<file path="config.mk">
export PLATFORM = sky130hd
export DESIGN_NAME = rr_encoder
export DESIGN_NICKNAME = d
export VERILOG_FILES = /design/src/rtl/rr_encoder.sv
export SDC_FILE = /design/constraint.sdc
export NUM_CORES = 1
export LEC_CHECK = 0
export CAP_MARGIN = 10
export CORE_UTILIZATION = 50
export DETAILED_ROUTE_END_ITERATION = 8
export HOLD_SLACK_MARGIN = 0.02
export PLACE_DENSITY = 0.77
export REMOVE_ABC_BUFFERS = 1
export SYNTH_ARGS = -nofsm -noshare
export SYNTH_HDL_FRONTEND = slang
export SYNTH_SLANG_ARGS = --single-unit
</file>
<file path="constraint.sdc">
create_clock -name clk -period 5 [get_ports clk]
set_input_delay 1 -clock clk [delete_from_list [all_inputs] [get_ports clk]]
set_output_delay 1 -clock clk [all_outputs]
set_load 0.05 [all_outputs]
</file>
<file path="src/rtl/rr_encoder.sv">
// rr_encoder
//   Registered round-robin encoder. It compresses a request vector into the
//   binary index of the granted line plus the matching one-hot grant.
//   Results leave through a valid/ready output stage. After each grant the
//   priority pointer moves to the line after the winner, so requesters are
//   served fairly.
//
// Parameters
//   WIDTH      number of request lines (2..256, any value)
//   ADDR_SIZE  width of the encoded index, derived from WIDTH
//
// Ports
//   clk        in   rising-edge clock
//   rst_n      in   asynchronous active-low reset
//   req        in   request levels, sampled every rising edge
//   enable     in   when low, no new request is captured
//   out_ready  in   downstream accepts the current result
//   out_valid  out  code/onehot/multi hold a result
//   code       out  binary index of the granted request
//   onehot     out  1 << code while out_valid, else zero
//   multi      out  more than one req bit was set at the capture edge
module rr_encoder #(
  parameter int WIDTH     = 16,
  parameter int ADDR_SIZE = $clog2(WIDTH)
) (
  input  logic                 clk,
  input  logic                 rst_n,
  input  logic [WIDTH-1:0]     req,
  input  logic                 enable,
  input  logic                 out_ready,
  output logic                 out_valid,
  output logic [ADDR_SIZE-1:0] code,
  output logic [WIDTH-1:0]     onehot,
  output logic                 multi
);

  typedef enum logic {
    ST_EMPTY = 1'b0,
    ST_FULL  = 1'b1
  } state_e;

  state_e                 state_q, state_d;
  logic [ADDR_SIZE-1:0]   ptr_q, ptr_d;
  logic [ADDR_SIZE-1:0]   code_q, code_d;
  logic [WIDTH-1:0]       onehot_q, onehot_d;
  logic                   multi_q, multi_d;

  logic [2*WIDTH-1:0]     req_dbl_s;
  logic [WIDTH-1:0]       req_rot_s;
  logic [ADDR_SIZE-1:0]   offset_s;
  logic [ADDR_SIZE:0]     sum_s;
  logic [ADDR_SIZE:0]     wrap_s;
  logic [ADDR_SIZE-1:0]   winner_s;
  logic [ADDR_SIZE-1:0]   ptr_next_s;
  logic                   any_req_s;
  logic                   multi_req_s;
  logic                   load_s;

  // Winner search: rotate req so bit 0 is the pointer line, then take the
  // lowest set bit and map that offset back to an absolute index.
  always_comb begin
    req_dbl_s = {req, req} >> ptr_q;
    req_rot_s = req_dbl_s[WIDTH-1:0];
    offset_s  = '0;
    // Scan downward so the lowest set offset is the last one written.
    for (int i = WIDTH - 1; i >= 0; i--) begin
      if (req_rot_s[i]) begin
        offset_s = ADDR_SIZE'(i);
      end else begin
        offset_s = offset_s;
      end
    end
    // ptr and offset are both below WIDTH, so one conditional subtract wraps.
    sum_s = {1'b0, ptr_q} + {1'b0, offset_s};
    if (sum_s >= (ADDR_SIZE+1)'(WIDTH)) begin
      wrap_s = sum_s - (ADDR_SIZE+1)'(WIDTH);
    end else begin
      wrap_s = sum_s;
    end
    winner_s = wrap_s[ADDR_SIZE-1:0];
    // Explicit wrap at WIDTH-1 keeps ptr legal for non-power-of-two WIDTH.
    if (winner_s == ADDR_SIZE'(WIDTH - 1)) begin
      ptr_next_s = '0;
    end else begin
      ptr_next_s = winner_s + ADDR_SIZE'(1);
    end
    any_req_s   = |req;
    // x & (x-1) clears the lowest set bit; anything left means popcount > 1.
    multi_req_s = |(req & (req - WIDTH'(1)));
    load_s      = enable & any_req_s & ((state_q == ST_EMPTY) | out_ready);
  end

  // Output-stage FSM: next state and next output register values.
  always_comb begin
    state_d  = state_q;
    ptr_d    = ptr_q;
    code_d   = code_q;
    onehot_d = onehot_q;
    multi_d  = multi_q;
    case (state_q)
      ST_EMPTY: begin
        if (load_s) begin
          state_d  = ST_FULL;
          ptr_d    = ptr_next_s;
          code_d   = winner_s;
          onehot_d = WIDTH'(1) << winner_s;
          multi_d  = multi_req_s;
        end else begin
          state_d  = ST_EMPTY;
        end
      end
      ST_FULL: begin
        if (load_s) begin
          // Accept and reload in the same cycle: no bubble.
          state_d  = ST_FULL;
          ptr_d    = ptr_next_s;
          code_d   = winner_s;
          onehot_d = WIDTH'(1) << winner_s;
          multi_d  = multi_req_s;
        end else if (out_ready) begin
          // Drain: code and multi keep their last value.
          state_d  = ST_EMPTY;
          onehot_d = '0;
        end else begin
          state_d  = ST_FULL;
        end
      end
      default: begin
        state_d  = ST_EMPTY;
        onehot_d = '0;
      end
    endcase
  end

  // State, pointer and output registers.
  always_ff @(posedge clk or negedge rst_n) begin
    if (!rst_n) begin
      state_q  <= ST_EMPTY;
      ptr_q    <= '0;
      code_q   <= '0;
      onehot_q <= '0;
      multi_q  <= 1'b0;
    end else begin
      state_q  <= state_d;
      ptr_q    <= ptr_d;
      code_q   <= code_d;
      onehot_q <= onehot_d;
      multi_q  <= multi_d;
    end
  end

  assign out_valid = (state_q == ST_FULL);
  assign code      = code_q;
  assign onehot    = onehot_q;
  assign multi     = multi_q;

endmodule
</file>
==> flow_metrics.py <==
# Metrics from the implementation run
metrics = {
    "floorplanning": {
        "core_um2": 4880,
        "dieHeight_um": 74.2,
        "taps": 67,
        "rows": 25,
        "initial_core_util": 0.534,
        "num_io_pins": 42,
        "dieArea_um2": 5510,
        "die_width_um": 74.2,
    },
    "synth": {
        "async_reset_ff_frac": 1.00,
        "mux_area_frac": 0.256,
        "ys_cells": 270,
        "topCellsByArea": "dfrtp_1 25%, mux4_2 9.5%, mux4_1 8.1%",
        "common_cells": "29 x nor2_1, 26 x dfrtp_1, 21 x nand2_1",
        "yosysChipArea_um2": 2610,
        "synthAoiAreaFrac": 0.208,
        "topCombFamilyByArea": "multiplexers",
        "ys_sh_xor": 0.00672,
        "syn-cell-area_um2": 2610,
        "yosysTopAreaCell": "dfrtp_1",
        "yosysUniqueCellTypes": 54,
        "synth_adder_area_share": 0.0576,
        "yosys.area_share.simple": 0.186,
        "ys.flop_type": "dfrtp_1",
        "synth-edff-count": 0,
        "yosys_warnings": 0,
        "avgSynthCellArea_um2": 9.66,
        "synth_flops": 26,
    },
    "job": {
        "maxCapViolCount": 0,
        "warnings": 28,
    },
    "grt": {
        "grt_max_degree": 27,
        "grt_antenna_before_repair": 0,
        "met2_usage": 0.460,
        "grt.overflow.total": 0,
        "use_met1": 0.437,
        "grt_pass1_wl_mm": 12.4,
    },
    "worst_setup_path": {
        "worst_ep_required_time_ps": 5210,
        "cp_slowest_cell": "mux4_2",
        "path_class": "in2reg",
        "cp_common_cell": "mux4_2",
        "cp-start-kind": "input port",
        "reg2reg_depth": 14,
        "critical-path-max-stage-delay_ps": 530,
        "cp-end-kind": "flip-flop",
        "path_cells": "clkdlybuf4s50_1 -> mux4_2 -> mux4_2 -> or3_1 -> a41o_1 -> a311oi_2 -> ha_1 -> a21o_1 -> a21oi_2 -> xor2_1 -> or4_4 -> buf_4 -> a21oi_4 -> a221o_1",
        "crit_fanout": 3,
    },
    "hold_path": {
        "hold_depth": 1,
        "hp-class": "reg2reg",
    },
    "cells_and_area": {
        "n_antenna_cell": 0,
        "final.clkbuf_count": 3,
        "largest_reg_flops": 16,
        "largest_class": "multi-input combinational cells",
        "nets": 389,
        "inverters": 6,
        "buffers": 99,
        "drive_above_1_share": 0.251,
        "clock_cell_area_share": 0.0199,
        "flop-count": 26,
        "final_area_um2": 3580,
        "final_core_util": 0.734,
        "regArea_um2": 651,
        "finalNonFillerCells": 426,
        "area_growth_pct": 37.3,
    },
    "route": {
        "routed_wl_mm": 7.52,
        "drc": 0,
        "dr.pass1.iters": 5,
        "via_per_inst": 6.28,
        "vias": 2674,
        "postRouteAntennaNets": 0,
    },
    "clocking": {
        "postCtsHoldBufs": 0,
        "cts_resized": 3,
        "tritoncts": "done",
        "ctsLongestPathBuffers": 2,
        "numCtsBuffers": 3,
        "cts.htree.levels": 1,
        "worstSkewPairLatency_ps": 270,
    },
    "timing": {
        "worstMarginPinSlew_ps": 705,
        "slew_headroom": 0.530,
        "rsz0062_at_grt": "no",
        "hold_viol": 0,
        "max_freq_mhz": 207,
        "holdWs_ps": 495,
        "fin_crit_sh": 0.968,
    },
    "placement": {
        "place_congestion": 0.898,
        "dpl.hpwl_mm": 5.77,
        "dpl-instance-area_um2": 3460,
        "dp_cells": 421,
    },
    "outcome": {
        "status": "completed",
    },
}
## placed cells by master, fill, tap and decap left out, types with 3 or more instances in the layout
master           netlist  routed
a22o_1                 4       4
maj3_1                 3       3
a21oi_1                9       7
nor2_1                29      29
inv_1                  4       4
and3_1                 4       4
dfrtp_1               26      26
nor3_1                 8       8
mux2_2                 8       8
mux4_1                 8       7
nand2_1               21      21
nand3_1               10      10
mux4_2                11      12
a32o_1                14      14
or3_1                  3       3
buf_4                  0      57
a21o_1                 4       4
nor2b_1                8       8
o21ai_0               14      14
ha_1                   8       8
clkdlybuf4s50_1        0      41
clkbuf_8               0       3
mux2i_1               12      12
o31ai_1                3       3
## worst max-delay path: cells and delay by family
family | cells | cell delay (ps)
mux | 2 | 1040
xor+xnor | 1 | 100
compound gates | 6 | 1170
buf+inv | 2 | 600
fa+ha+maj | 1 | 280
simple gates | 2 | 840
## path summary, 6_finish.rpt
| path | start | end | slack [ps] |
|---|---|---|---|
| max in group asynchronous | rst_n | onehot[12] | 3530 |
| worst max register to register | ptr_q[1] | ptr_q[0] | 510 |
| worst max-delay path | req[15] | ptr_q[0] | 160 |
| worst min-delay path | onehot[10] | onehot[10] | 490 |
| worst min register to register | onehot[10] | onehot[10] | 490 |
| min in group asynchronous | rst_n | onehot[6] | 1030 |
## stage by stage
| stage | TNS, ps | setup slack [ps] |
|---|---|---|
| finish | 0 | 159 |
| global route | 0 | 21.4 |
| CTS | 0 | 19.4 |
| detailed placement | -6040 | -415 |
| global placement | -3600 | -303 |
| floorplan | 0 | 180 |
## routing by layer
| metal | vias up | wire length [um] |
|---|---|---|
| met5 | - | 0 |
| met4 | 0 | 12 |
| met3 | 2 | 360 |
| met2 | 89 | 3580 |
| met1 | 1330 | 3570 |
| li1 | 1253 | - |
==> images/layer_met1.png <==
The bar under the picture is 20 um long.
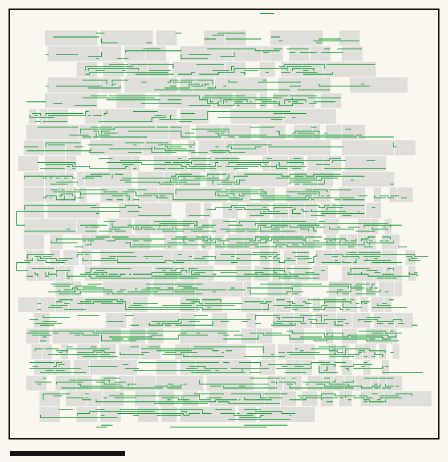
share of all routed wire: 47%
nets with wire on the layer: 352
longest straight run: 25.3 um
main direction: horizontal

==> images/layer_met2.png <==
The bar under the picture is 20 um long.
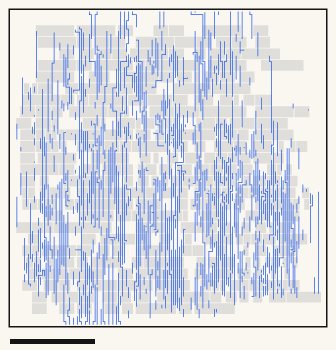
longest straight run: 32.3 um
nets with wire on the layer: 343

==> images/layer_met3.png <==
The bar under the picture is 20 um long.
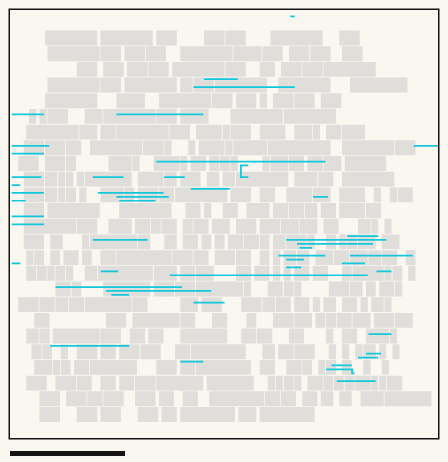
nets with wire on the layer: 44
share of all routed wire: 4.8%

==> images/congestion.png <==
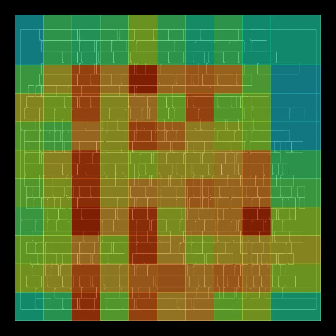
GR Layer Usage met3: 0.0352
grt peak-use layer: met2

==> images/io_placement.png <==
The bar under the picture is 20 um long. Pins as bars across the die edge, other pins in grey.
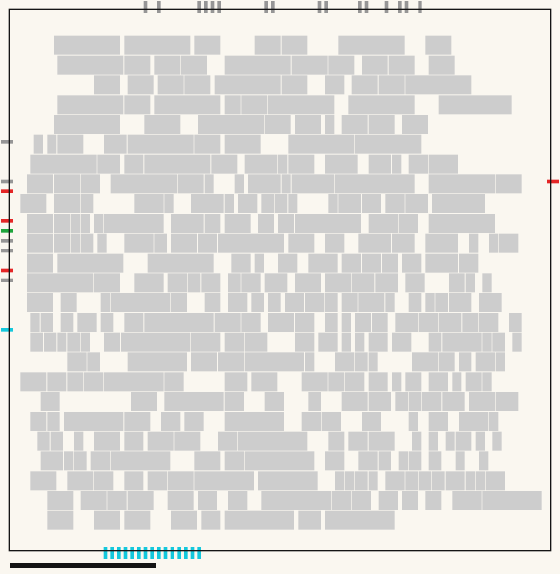
legend:
  cyan:
    port: req
    pins: 16
    direction: input
    edge: 15 bottom, 1 left
  red:
    port: code
    pins: 4
    direction: output
    edge: 3 left, 1 right
  green:
    port: out_ready
    pins: 1
    direction: input
    edge: left

